==> src/rtl/rv_muldiv.sv <==
// rv_muldiv: RV32M multiply/divide unit, one bit per cycle.
// Define RV_MULDIV_FAST_MUL_EN for a single-cycle combinational multiplier.
package rv_pkg;
  localparam int XLEN = 32;
endpackage

module rv_muldiv #(
  parameter int XLEN = rv_pkg::XLEN
) (
  input  logic            clk_i,
  input  logic            rst_i,
  input  logic            flush_i,
  input  logic            valid_i,
  output logic            ready_o,
  input  logic [2:0]      op_i,
  input  logic [XLEN-1:0] a_i,
  input  logic [XLEN-1:0] b_i,
  output logic            valid_o,
  input  logic            ready_i,
  output logic [XLEN-1:0] result_o,
  output logic            busy_o
);

  localparam int CW = $clog2(XLEN);

  typedef enum logic [1:0] {
    IDLE,
    CALC,
    DONE
  } state_t;

  state_t          state;
  logic [2:0]      op_q;
  logic [XLEN-1:0] hi;
  logic [XLEN-1:0] lo;
  logic [XLEN-1:0] opb;
  logic [XLEN-1:0] res_q;
  logic [CW-1:0]   cnt;
  logic            neg_q;
  logic            valid_q;

  logic            a_sgn;
  logic            b_sgn;
  logic            sa;
  logic            sb;
  logic [XLEN-1:0] a_mag;
  logic [XLEN-1:0] b_mag;
  logic            div_zero;
  logic            ovf;
  logic            neg_d;
  logic [XLEN-1:0] quick;

  // Operand decode: signedness, magnitudes and early-exit cases
  always_comb begin
    a_sgn = (op_i == 3'b001) || (op_i == 3'b010) ||
            (op_i == 3'b100) || (op_i == 3'b110);
    b_sgn = (op_i == 3'b001) || (op_i == 3'b100) ||
            (op_i == 3'b110);
    sa    = a_sgn & a_i[XLEN-1];
    sb    = b_sgn & b_i[XLEN-1];
    a_mag = sa ? -a_i : a_i;
    b_mag = sb ? -b_i : b_i;
    div_zero = op_i[2] && (b_i == '0);
    ovf = op_i[2] && !op_i[0] &&
          (a_i == {1'b1, {(XLEN-1){1'b0}}}) &&
          (b_i == '1);
    neg_d = (op_i[2] & op_i[1]) ? sa : (sa ^ sb);
    if (div_zero)
      quick = op_i[1] ? a_i : '1;
    else
      quick = op_i[1] ? '0 : a_i;
  end

`ifdef RV_MULDIV_FAST_MUL_EN
  logic [2*XLEN-1:0] fa;
  logic [2*XLEN-1:0] fb;
  logic [2*XLEN-1:0] fp;
  logic [XLEN-1:0]   fast_res;

  // Sign-extended full-width product, truncated to 2*XLEN
  always_comb begin
    fa = {{XLEN{sa}}, a_i};
    fb = {{XLEN{sb}}, b_i};
    fp = fa * fb;
    fast_res = (op_i[1:0] == 2'b00) ? fp[XLEN-1:0]
                                    : fp[2*XLEN-1:XLEN];
  end
`endif

  logic [XLEN:0]     msum;
  logic [XLEN:0]     sh;
  logic              ge;
  logic [XLEN-1:0]   hi_n;
  logic [XLEN-1:0]   lo_n;
  logic [2*XLEN-1:0] prod;
  logic [2*XLEN-1:0] prod_s;
  logic [XLEN-1:0]   q_s;
  logic [XLEN-1:0]   r_s;
  logic [XLEN-1:0]   fin;

  // One shift-add or restoring-divide step, plus final sign fixup
  always_comb begin
    msum = {1'b0, hi} + (lo[0] ? {1'b0, opb} : '0);
    sh   = {hi, lo[XLEN-1]};
    ge   = sh >= {1'b0, opb};
    if (op_q[2]) begin
      hi_n = ge ? (sh[XLEN-1:0] - opb) : sh[XLEN-1:0];
      lo_n = {lo[XLEN-2:0], ge};
    end else begin
      hi_n = msum[XLEN:1];
      lo_n = {msum[0], lo[XLEN-1:1]};
    end
    prod   = {hi_n, lo_n};
    prod_s = neg_q ? -prod : prod;
    q_s    = neg_q ? -lo_n : lo_n;
    r_s    = neg_q ? -hi_n : hi_n;
    if (op_q[2])
      fin = op_q[1] ? r_s : q_s;
    else if (op_q[1:0] == 2'b00)
      fin = prod_s[XLEN-1:0];
    else
      fin = prod_s[2*XLEN-1:XLEN];
  end

  // Control FSM with datapath registers and registered result
  always_ff @(posedge clk_i or posedge rst_i) begin
    if (rst_i) begin
      state   <= IDLE;
      op_q    <= '0;
      hi      <= '0;
      lo      <= '0;
      opb     <= '0;
      res_q   <= '0;
      cnt     <= '0;
      neg_q   <= 1'b0;
      valid_q <= 1'b0;
    end else if (flush_i) begin
      state   <= IDLE;
      valid_q <= 1'b0;
      res_q   <= '0;
    end else begin
      unique case (state)
        IDLE: begin
          if (valid_i) begin
            op_q  <= op_i;
            neg_q <= neg_d;
            hi    <= '0;
            lo    <= op_i[2] ? a_mag : b_mag;
            opb   <= op_i[2] ? b_mag : a_mag;
            cnt   <= '0;
            if (div_zero || ovf) begin
              state   <= DONE;
              valid_q <= 1'b1;
              res_q   <= quick;
`ifdef RV_MULDIV_FAST_MUL_EN
            end else if (!op_i[2]) begin
              state   <= DONE;
              valid_q <= 1'b1;
              res_q   <= fast_res;
`endif
            end else begin
              state <= CALC;
            end
          end
        end
        CALC: begin
          hi  <= hi_n;
          lo  <= lo_n;
          cnt <= cnt + 1'b1;
          if (cnt == CW'(XLEN-1)) begin
            state   <= DONE;
            valid_q <= 1'b1;
            res_q   <= fin;
          end
        end
        DONE: begin
          if (ready_i) begin
            state   <= IDLE;
            valid_q <= 1'b0;
            res_q   <= '0;
          end
        end
        default: state <= IDLE;
      endcase
    end
  end

  assign ready_o  = (state == IDLE);
  assign busy_o   = (state != IDLE);
  assign valid_o  = valid_q;
  assign result_o = valid_q ? res_q : '0;

endmodule

==> config.mk <==
export PLATFORM = sky130hd
export DESIGN_NAME = rv_muldiv
export DESIGN_NICKNAME = d
export VERILOG_FILES = /design/src/rtl/rv_muldiv.sv
export SDC_FILE = /design/constraint.sdc
export NUM_CORES = 1
export LEC_CHECK = 0
export CAP_MARGIN = 20
export CELL_PAD_IN_SITES_DETAIL_PLACEMENT = 0
export CELL_PAD_IN_SITES_GLOBAL_PLACEMENT = 1
export CORE_AREA = 2 2 159 317
export DETAILED_ROUTE_END_ITERATION = 7
export DIE_AREA = 0 0 161 319
export GPL_ROUTABILITY_DRIVEN = 1
export PLACE_DENSITY_LB_ADDON = 0.1
export SYNTH_ARGS = -nofsm -noshare
export SYNTH_HDL_FRONTEND = slang
export SYNTH_SLANG_ARGS = --single-unit
==> constraint.sdc <==
create_clock -name clk_i -period 5.75 [get_ports clk_i]
set_clock_uncertainty 0.2 [all_clocks]
set_input_delay 1.15 -clock clk_i [delete_from_list [all_inputs] [get_ports clk_i]]
set_output_delay 1.15 -clock clk_i [all_outputs]
set_load 0.05 [all_outputs]
Figure 1. Cell classes on the final placement.
The bar under the picture is 50 um long.
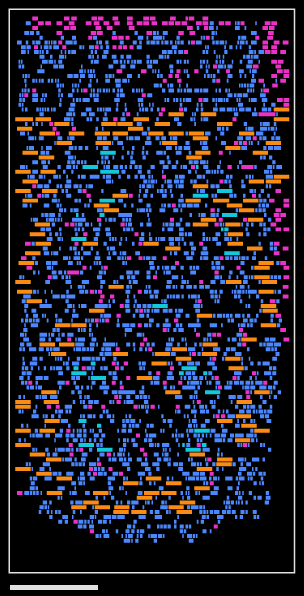
registers -> orange  # cells 140, share of their area 18%
remaining logic cells -> blue  # cells 2030, share of their area 67%
remaining buffers and delay cells -> magenta  # cells 271, share of their area 12%
clock drivers and dummy loads -> cyan  # cells 31, share of their area 2.9%
Final Util: 41.2%
final instance area: 0.0202 sq mm
Core Footprint: 0.0489 sq mm
Seq/total area: 17.4%
Std-Cell Rows: 115

Figure 2. Routed clock nets over the placement.
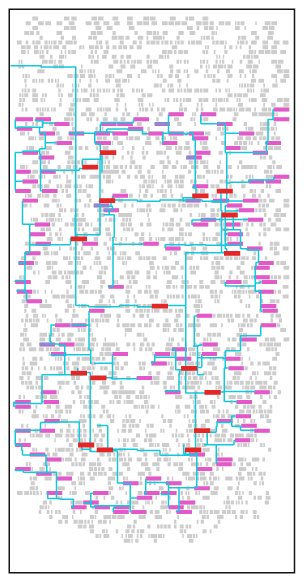
clock wires -> cyan  # length 2640 um
flip-flops -> magenta  # count 140
clock-net drivers -> red  # count 17
routed clock nets = 18
flops lie = widely spread
Clock group: 1.12 mW
Clk network pwr share: 8.2%
worst skew pair latency: 0.46 ns

==> reports/metrics.csv <==
stage,metric,value,unit
outcome,status,completed,
clocking,CTS root buffer,clkbuf_16,
setup_path,crit path max fanout,6,
detailed_routing,DR top layer,met4,
global_routing,vias in the first global route,17500,
clocking,Num CTS Buffers,17,
detailed_routing,Vias/cell,5.93,
sta,# setup viols final,0,
yosys,"FFs w/ async S/R, synth",100,%
floorplan,number of I/O pins,107,
yosys,Yosys top cell by area,dfrtp_1,
layout,Layout area overhead,18.4,%
layout,layout cell share with drive strength beyond 1,11.0,%
detailed_routing,met3 WL,4150,um
sta,RSZ-0062 raised after global routing,false,
sta,slew margin rel.,21.5,%
global_routing,first-pass GRT wire length,119000,um
global_routing,initial antenna violation count,1,
floorplan,chip area,0.0514,sq mm
global_routing,overall routing resource usage,31.3,%
detailed_routing,total number of vias,18500,
flow_run,# Max-Cap Violations,0,
sta,worst-margin pin slew,1.17,ns
yosys,Syn Nets,2467,
yosys,"FF+latch count, synth",140,
detailed_routing,Pre-antenna DRT Iters,5,
clocking,clk sinks,140,
detailed_routing,antenna-violating nets left,0,
clocking,CTS tree,yes,
placement,DP Worst Slack,0.00409,ns
detailed_routing,DR DRC count,0,
clocking,Resized cells post-CTS,0,
yosys,top cells by count,"232 x nand2_1, 222 x a21oi_1, 199 x nor2_1",
yosys,synth warn,0,
placement,Port Buf Inserts,106,
sta,Final min period,5.63,ns
yosys,yosys synthesis chip area,0.0170,sq mm
placement,total placed instance area,0.0195,sq mm
setup_path,worst reg-to-reg setup slack,0.12,ns
sta,Max Freq,178,MHz
global_routing,global routing's busiest layer,met2,
clocking,"Reg clk slew, reported paths",0.07,ns
global_routing,GRT Residual Overflow,0,
setup_path,WP data arrival,5.78,ns
sta,final worst path period share,97.8,%
placement,hpwl dp,65100,um
yosys,"count leader, synth",nand2_1,
sta,final worst slack,0.125,ns
clocking,postcts setup bufs,1,
detailed_routing,DR iter-0 viols,1863,
global_routing,met1 Use GR,40.0,%
global_routing,GR Layer Usage met2,49.5,%
power_and_ir_drop,power per cell area,680,mW/mm^2
global_routing,GR Layer Usage met3,3.11,%
detailed_routing,final wirelength,81700,um
power_and_ir_drop,leak pwr,8.37,nW
yosys,Synth Seq Share,20.6,%
setup_path,CP required,5.90,ns
setup_path,WS Path Type,flop to flop,
clocking,hold buffer count at cts,0,
clocking,clk buf depth,2,
setup_path,CP endpoint kind,flop,
sta,Final Max Tran Viols,0,
setup_path,Setup crit start kind,flop,
yosys,ys flop type,dfrtp_1,
detailed_routing,metal2 WL,37100,um
yosys,ys cells,2319,
global_routing,largest net degree at the start of global routing,87,
yosys,Post-synth EDFFs,0,
sta,Final TNS setup,0,ns
min_path,HP Class,flop to flop,
floorplan,FP Util,34.8,%
yosys,Mapped Cells,2319,
clocking,CTS H-tree depth,4,
yosys,syn avg cell area,7.34,sq um
sta,final hold vios,0,
layout,# nets final,2608,
flow_run,Log Warnings,29,
detailed_routing,DR WL/cell,26.2,um
detailed_routing,Metal-1 WL,33700,um
placement,routability cong.,0.928,
yosys,netlist area before placement,0.0170,sq mm
layout,number of antenna diodes,0,
yosys,synth top area cells,"dfrtp_1 21%, a21oi_1 6.5%, ha_1 5.4%",
yosys,Unique cell types,104,
yosys,Top-area cell share,20.6,%
layout,fillers,5202,
Figure 3. PDN straps and rails.
Pins as bars on the die edge. Tap cells in gray.
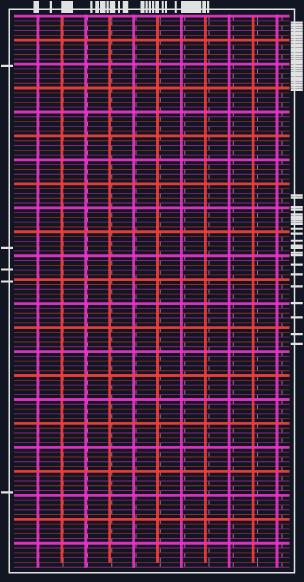
VDD -> red
VSS -> magenta
signal pins = 107
met4 straps = 11
rows = 115
Die Ht: 319 um
Die Wd: 161 um
Peak VDD IR: 0.261 mV

Figure 4. Sequential cells colored by netlist name.
Other sequential cells in the stronger gray, the rest of the logic in the fainter gray.
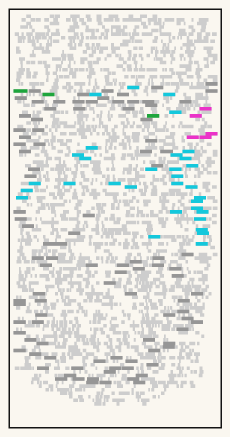
`op_q` -> green  # sequential cells 3
`cnt` -> magenta  # sequential cells 5
`res_q` -> cyan  # sequential cells 32
not colored = 100
Seq. pwr: 1.90 mW
FF/Latch Area: 0.00351 sq mm

-- per-stage QoR --
stage / hold slack [ns] / util, % / power, mW / std cells
floorplan: 0.238 / - / 8.51 / 2319
global placement: 0.266 / 39.9 / 12.4 / 3080
detailed placement: 0.272 / 39.9 / 12.3 / 3080
CTS: 0.286 / 41.1 / 13.5 / 3112
global route: 0.306 / 41.2 / 14.6 / 3115
finish: 0.284 / 41.2 / 13.7 / 3115
-- kinds of logic (layout without fill, tap and decap cells) --
| logic type | after synthesis | count (layout) | synth area share [%] |
|---|---|---|---|
| xor+xnor | 159 | 159 | 8.18 |
| fa+ha+maj | 102 | 102 | 7.20 |
| buf+inv | 252 | 405 | 5.89 |
| compound gates | 764 | 764 | 29.6 |
| simple gates | 837 | 837 | 24.5 |
| flops | 140 | 140 | 20.6 |
| mux | 65 | 65 | 4.06 |
-- path summary, 6_finish.rpt --
kind                                        from               endpoint  depth (start not counted)
max                           hi[19]$_DFFE_PP0P_  res_q[26]$_DFFE_PP0P_                         18
min                        res_q[10]$_DFFE_PP0P_  res_q[10]$_DFFE_PP0P_                          1
max reg2reg                   hi[19]$_DFFE_PP0P_  res_q[26]$_DFFE_PP0P_                         18
min reg2reg                res_q[10]$_DFFE_PP0P_  res_q[10]$_DFFE_PP0P_                          1
max in group asynchronous                  rst_i      neg_q$_DFFE_PP0P_                          3
min in group asynchronous                  rst_i    opb[12]$_DFFE_PP0P_                          2
-- critical path, cell delays in order, from the launching register on --
cell	delay, ns
dfrtp_1	0.42
ha_1	0.41
a21oi_1	0.29
o21ai_0	0.19
nand2_1	0.17
and3_4	0.21
a21oi_2	0.10
a21oi_2	0.17
ha_1	0.22
o21ai_1	0.14
or4_4	0.55
nor3_4	0.25
and3_1	0.24
nand4_1	0.19
or4_4	0.62
o41a_1	0.48
or4_1	0.53
nand2_1	0.08
o21ai_1	0.07
-- registers in the layout, indices dropped and copies added (netlist names) --
signal	count
cnt	5
hi	32
lo	32
neg_q	1
op_q	3
opb	32
res_q	32
state	2
valid_o	1
-- where the power goes --
| part | total, mW | leakage (nW) | internal [mW] | switching (mW) |
|---|---|---|---|---|
| clock network | 1.12 | 0.269 | 0.605 | 0.513 |
| registers | 1.90 | 1.83 | 1.39 | 0.507 |
| logic | 10.7 | 6.27 | 3.86 | 6.83 |
| total | 13.7 | 8.37 | 5.85 | 7.85 |
-- cell usage in the layout, fill, tap and decap left out, types with 25 or more instances in the layout --
cell type,count
nor3_1,77
dfrtp_1,138
ha_1,72
mux2i_1,50
a21o_1,26
and2_1,82
nand3_1,49
inv_1,101
buf_4,162
o211ai_1,25
a31oi_1,34
o21ai_0,160
o31ai_1,33
xor2_1,61
o221ai_1,34
clkdlybuf4s50_1,105
xnor2_1,98
maj3_1,26
a21oi_1,220
nor2_1,199
nand2_1,232
nand4_1,32
-- cell type report --
| cell class | instances | area [sq um] | area share [%] |
|---|---|---|---|
| sequential | 140 | 3510 | 17.4 |
| timing repair buffer | 271 | 2340 | 11.6 |
| tap | 643 | 805 | 3.99 |
| inverter | 103 | 392 | 1.94 |
| multi-input combinational | 1927 | 12600 | 62.3 |
| clock buffer | 18 | 439 | 2.18 |
| clock inverter | 13 | 116 | 0.577 |
Power is estimated from default activity; no workload was simulated.
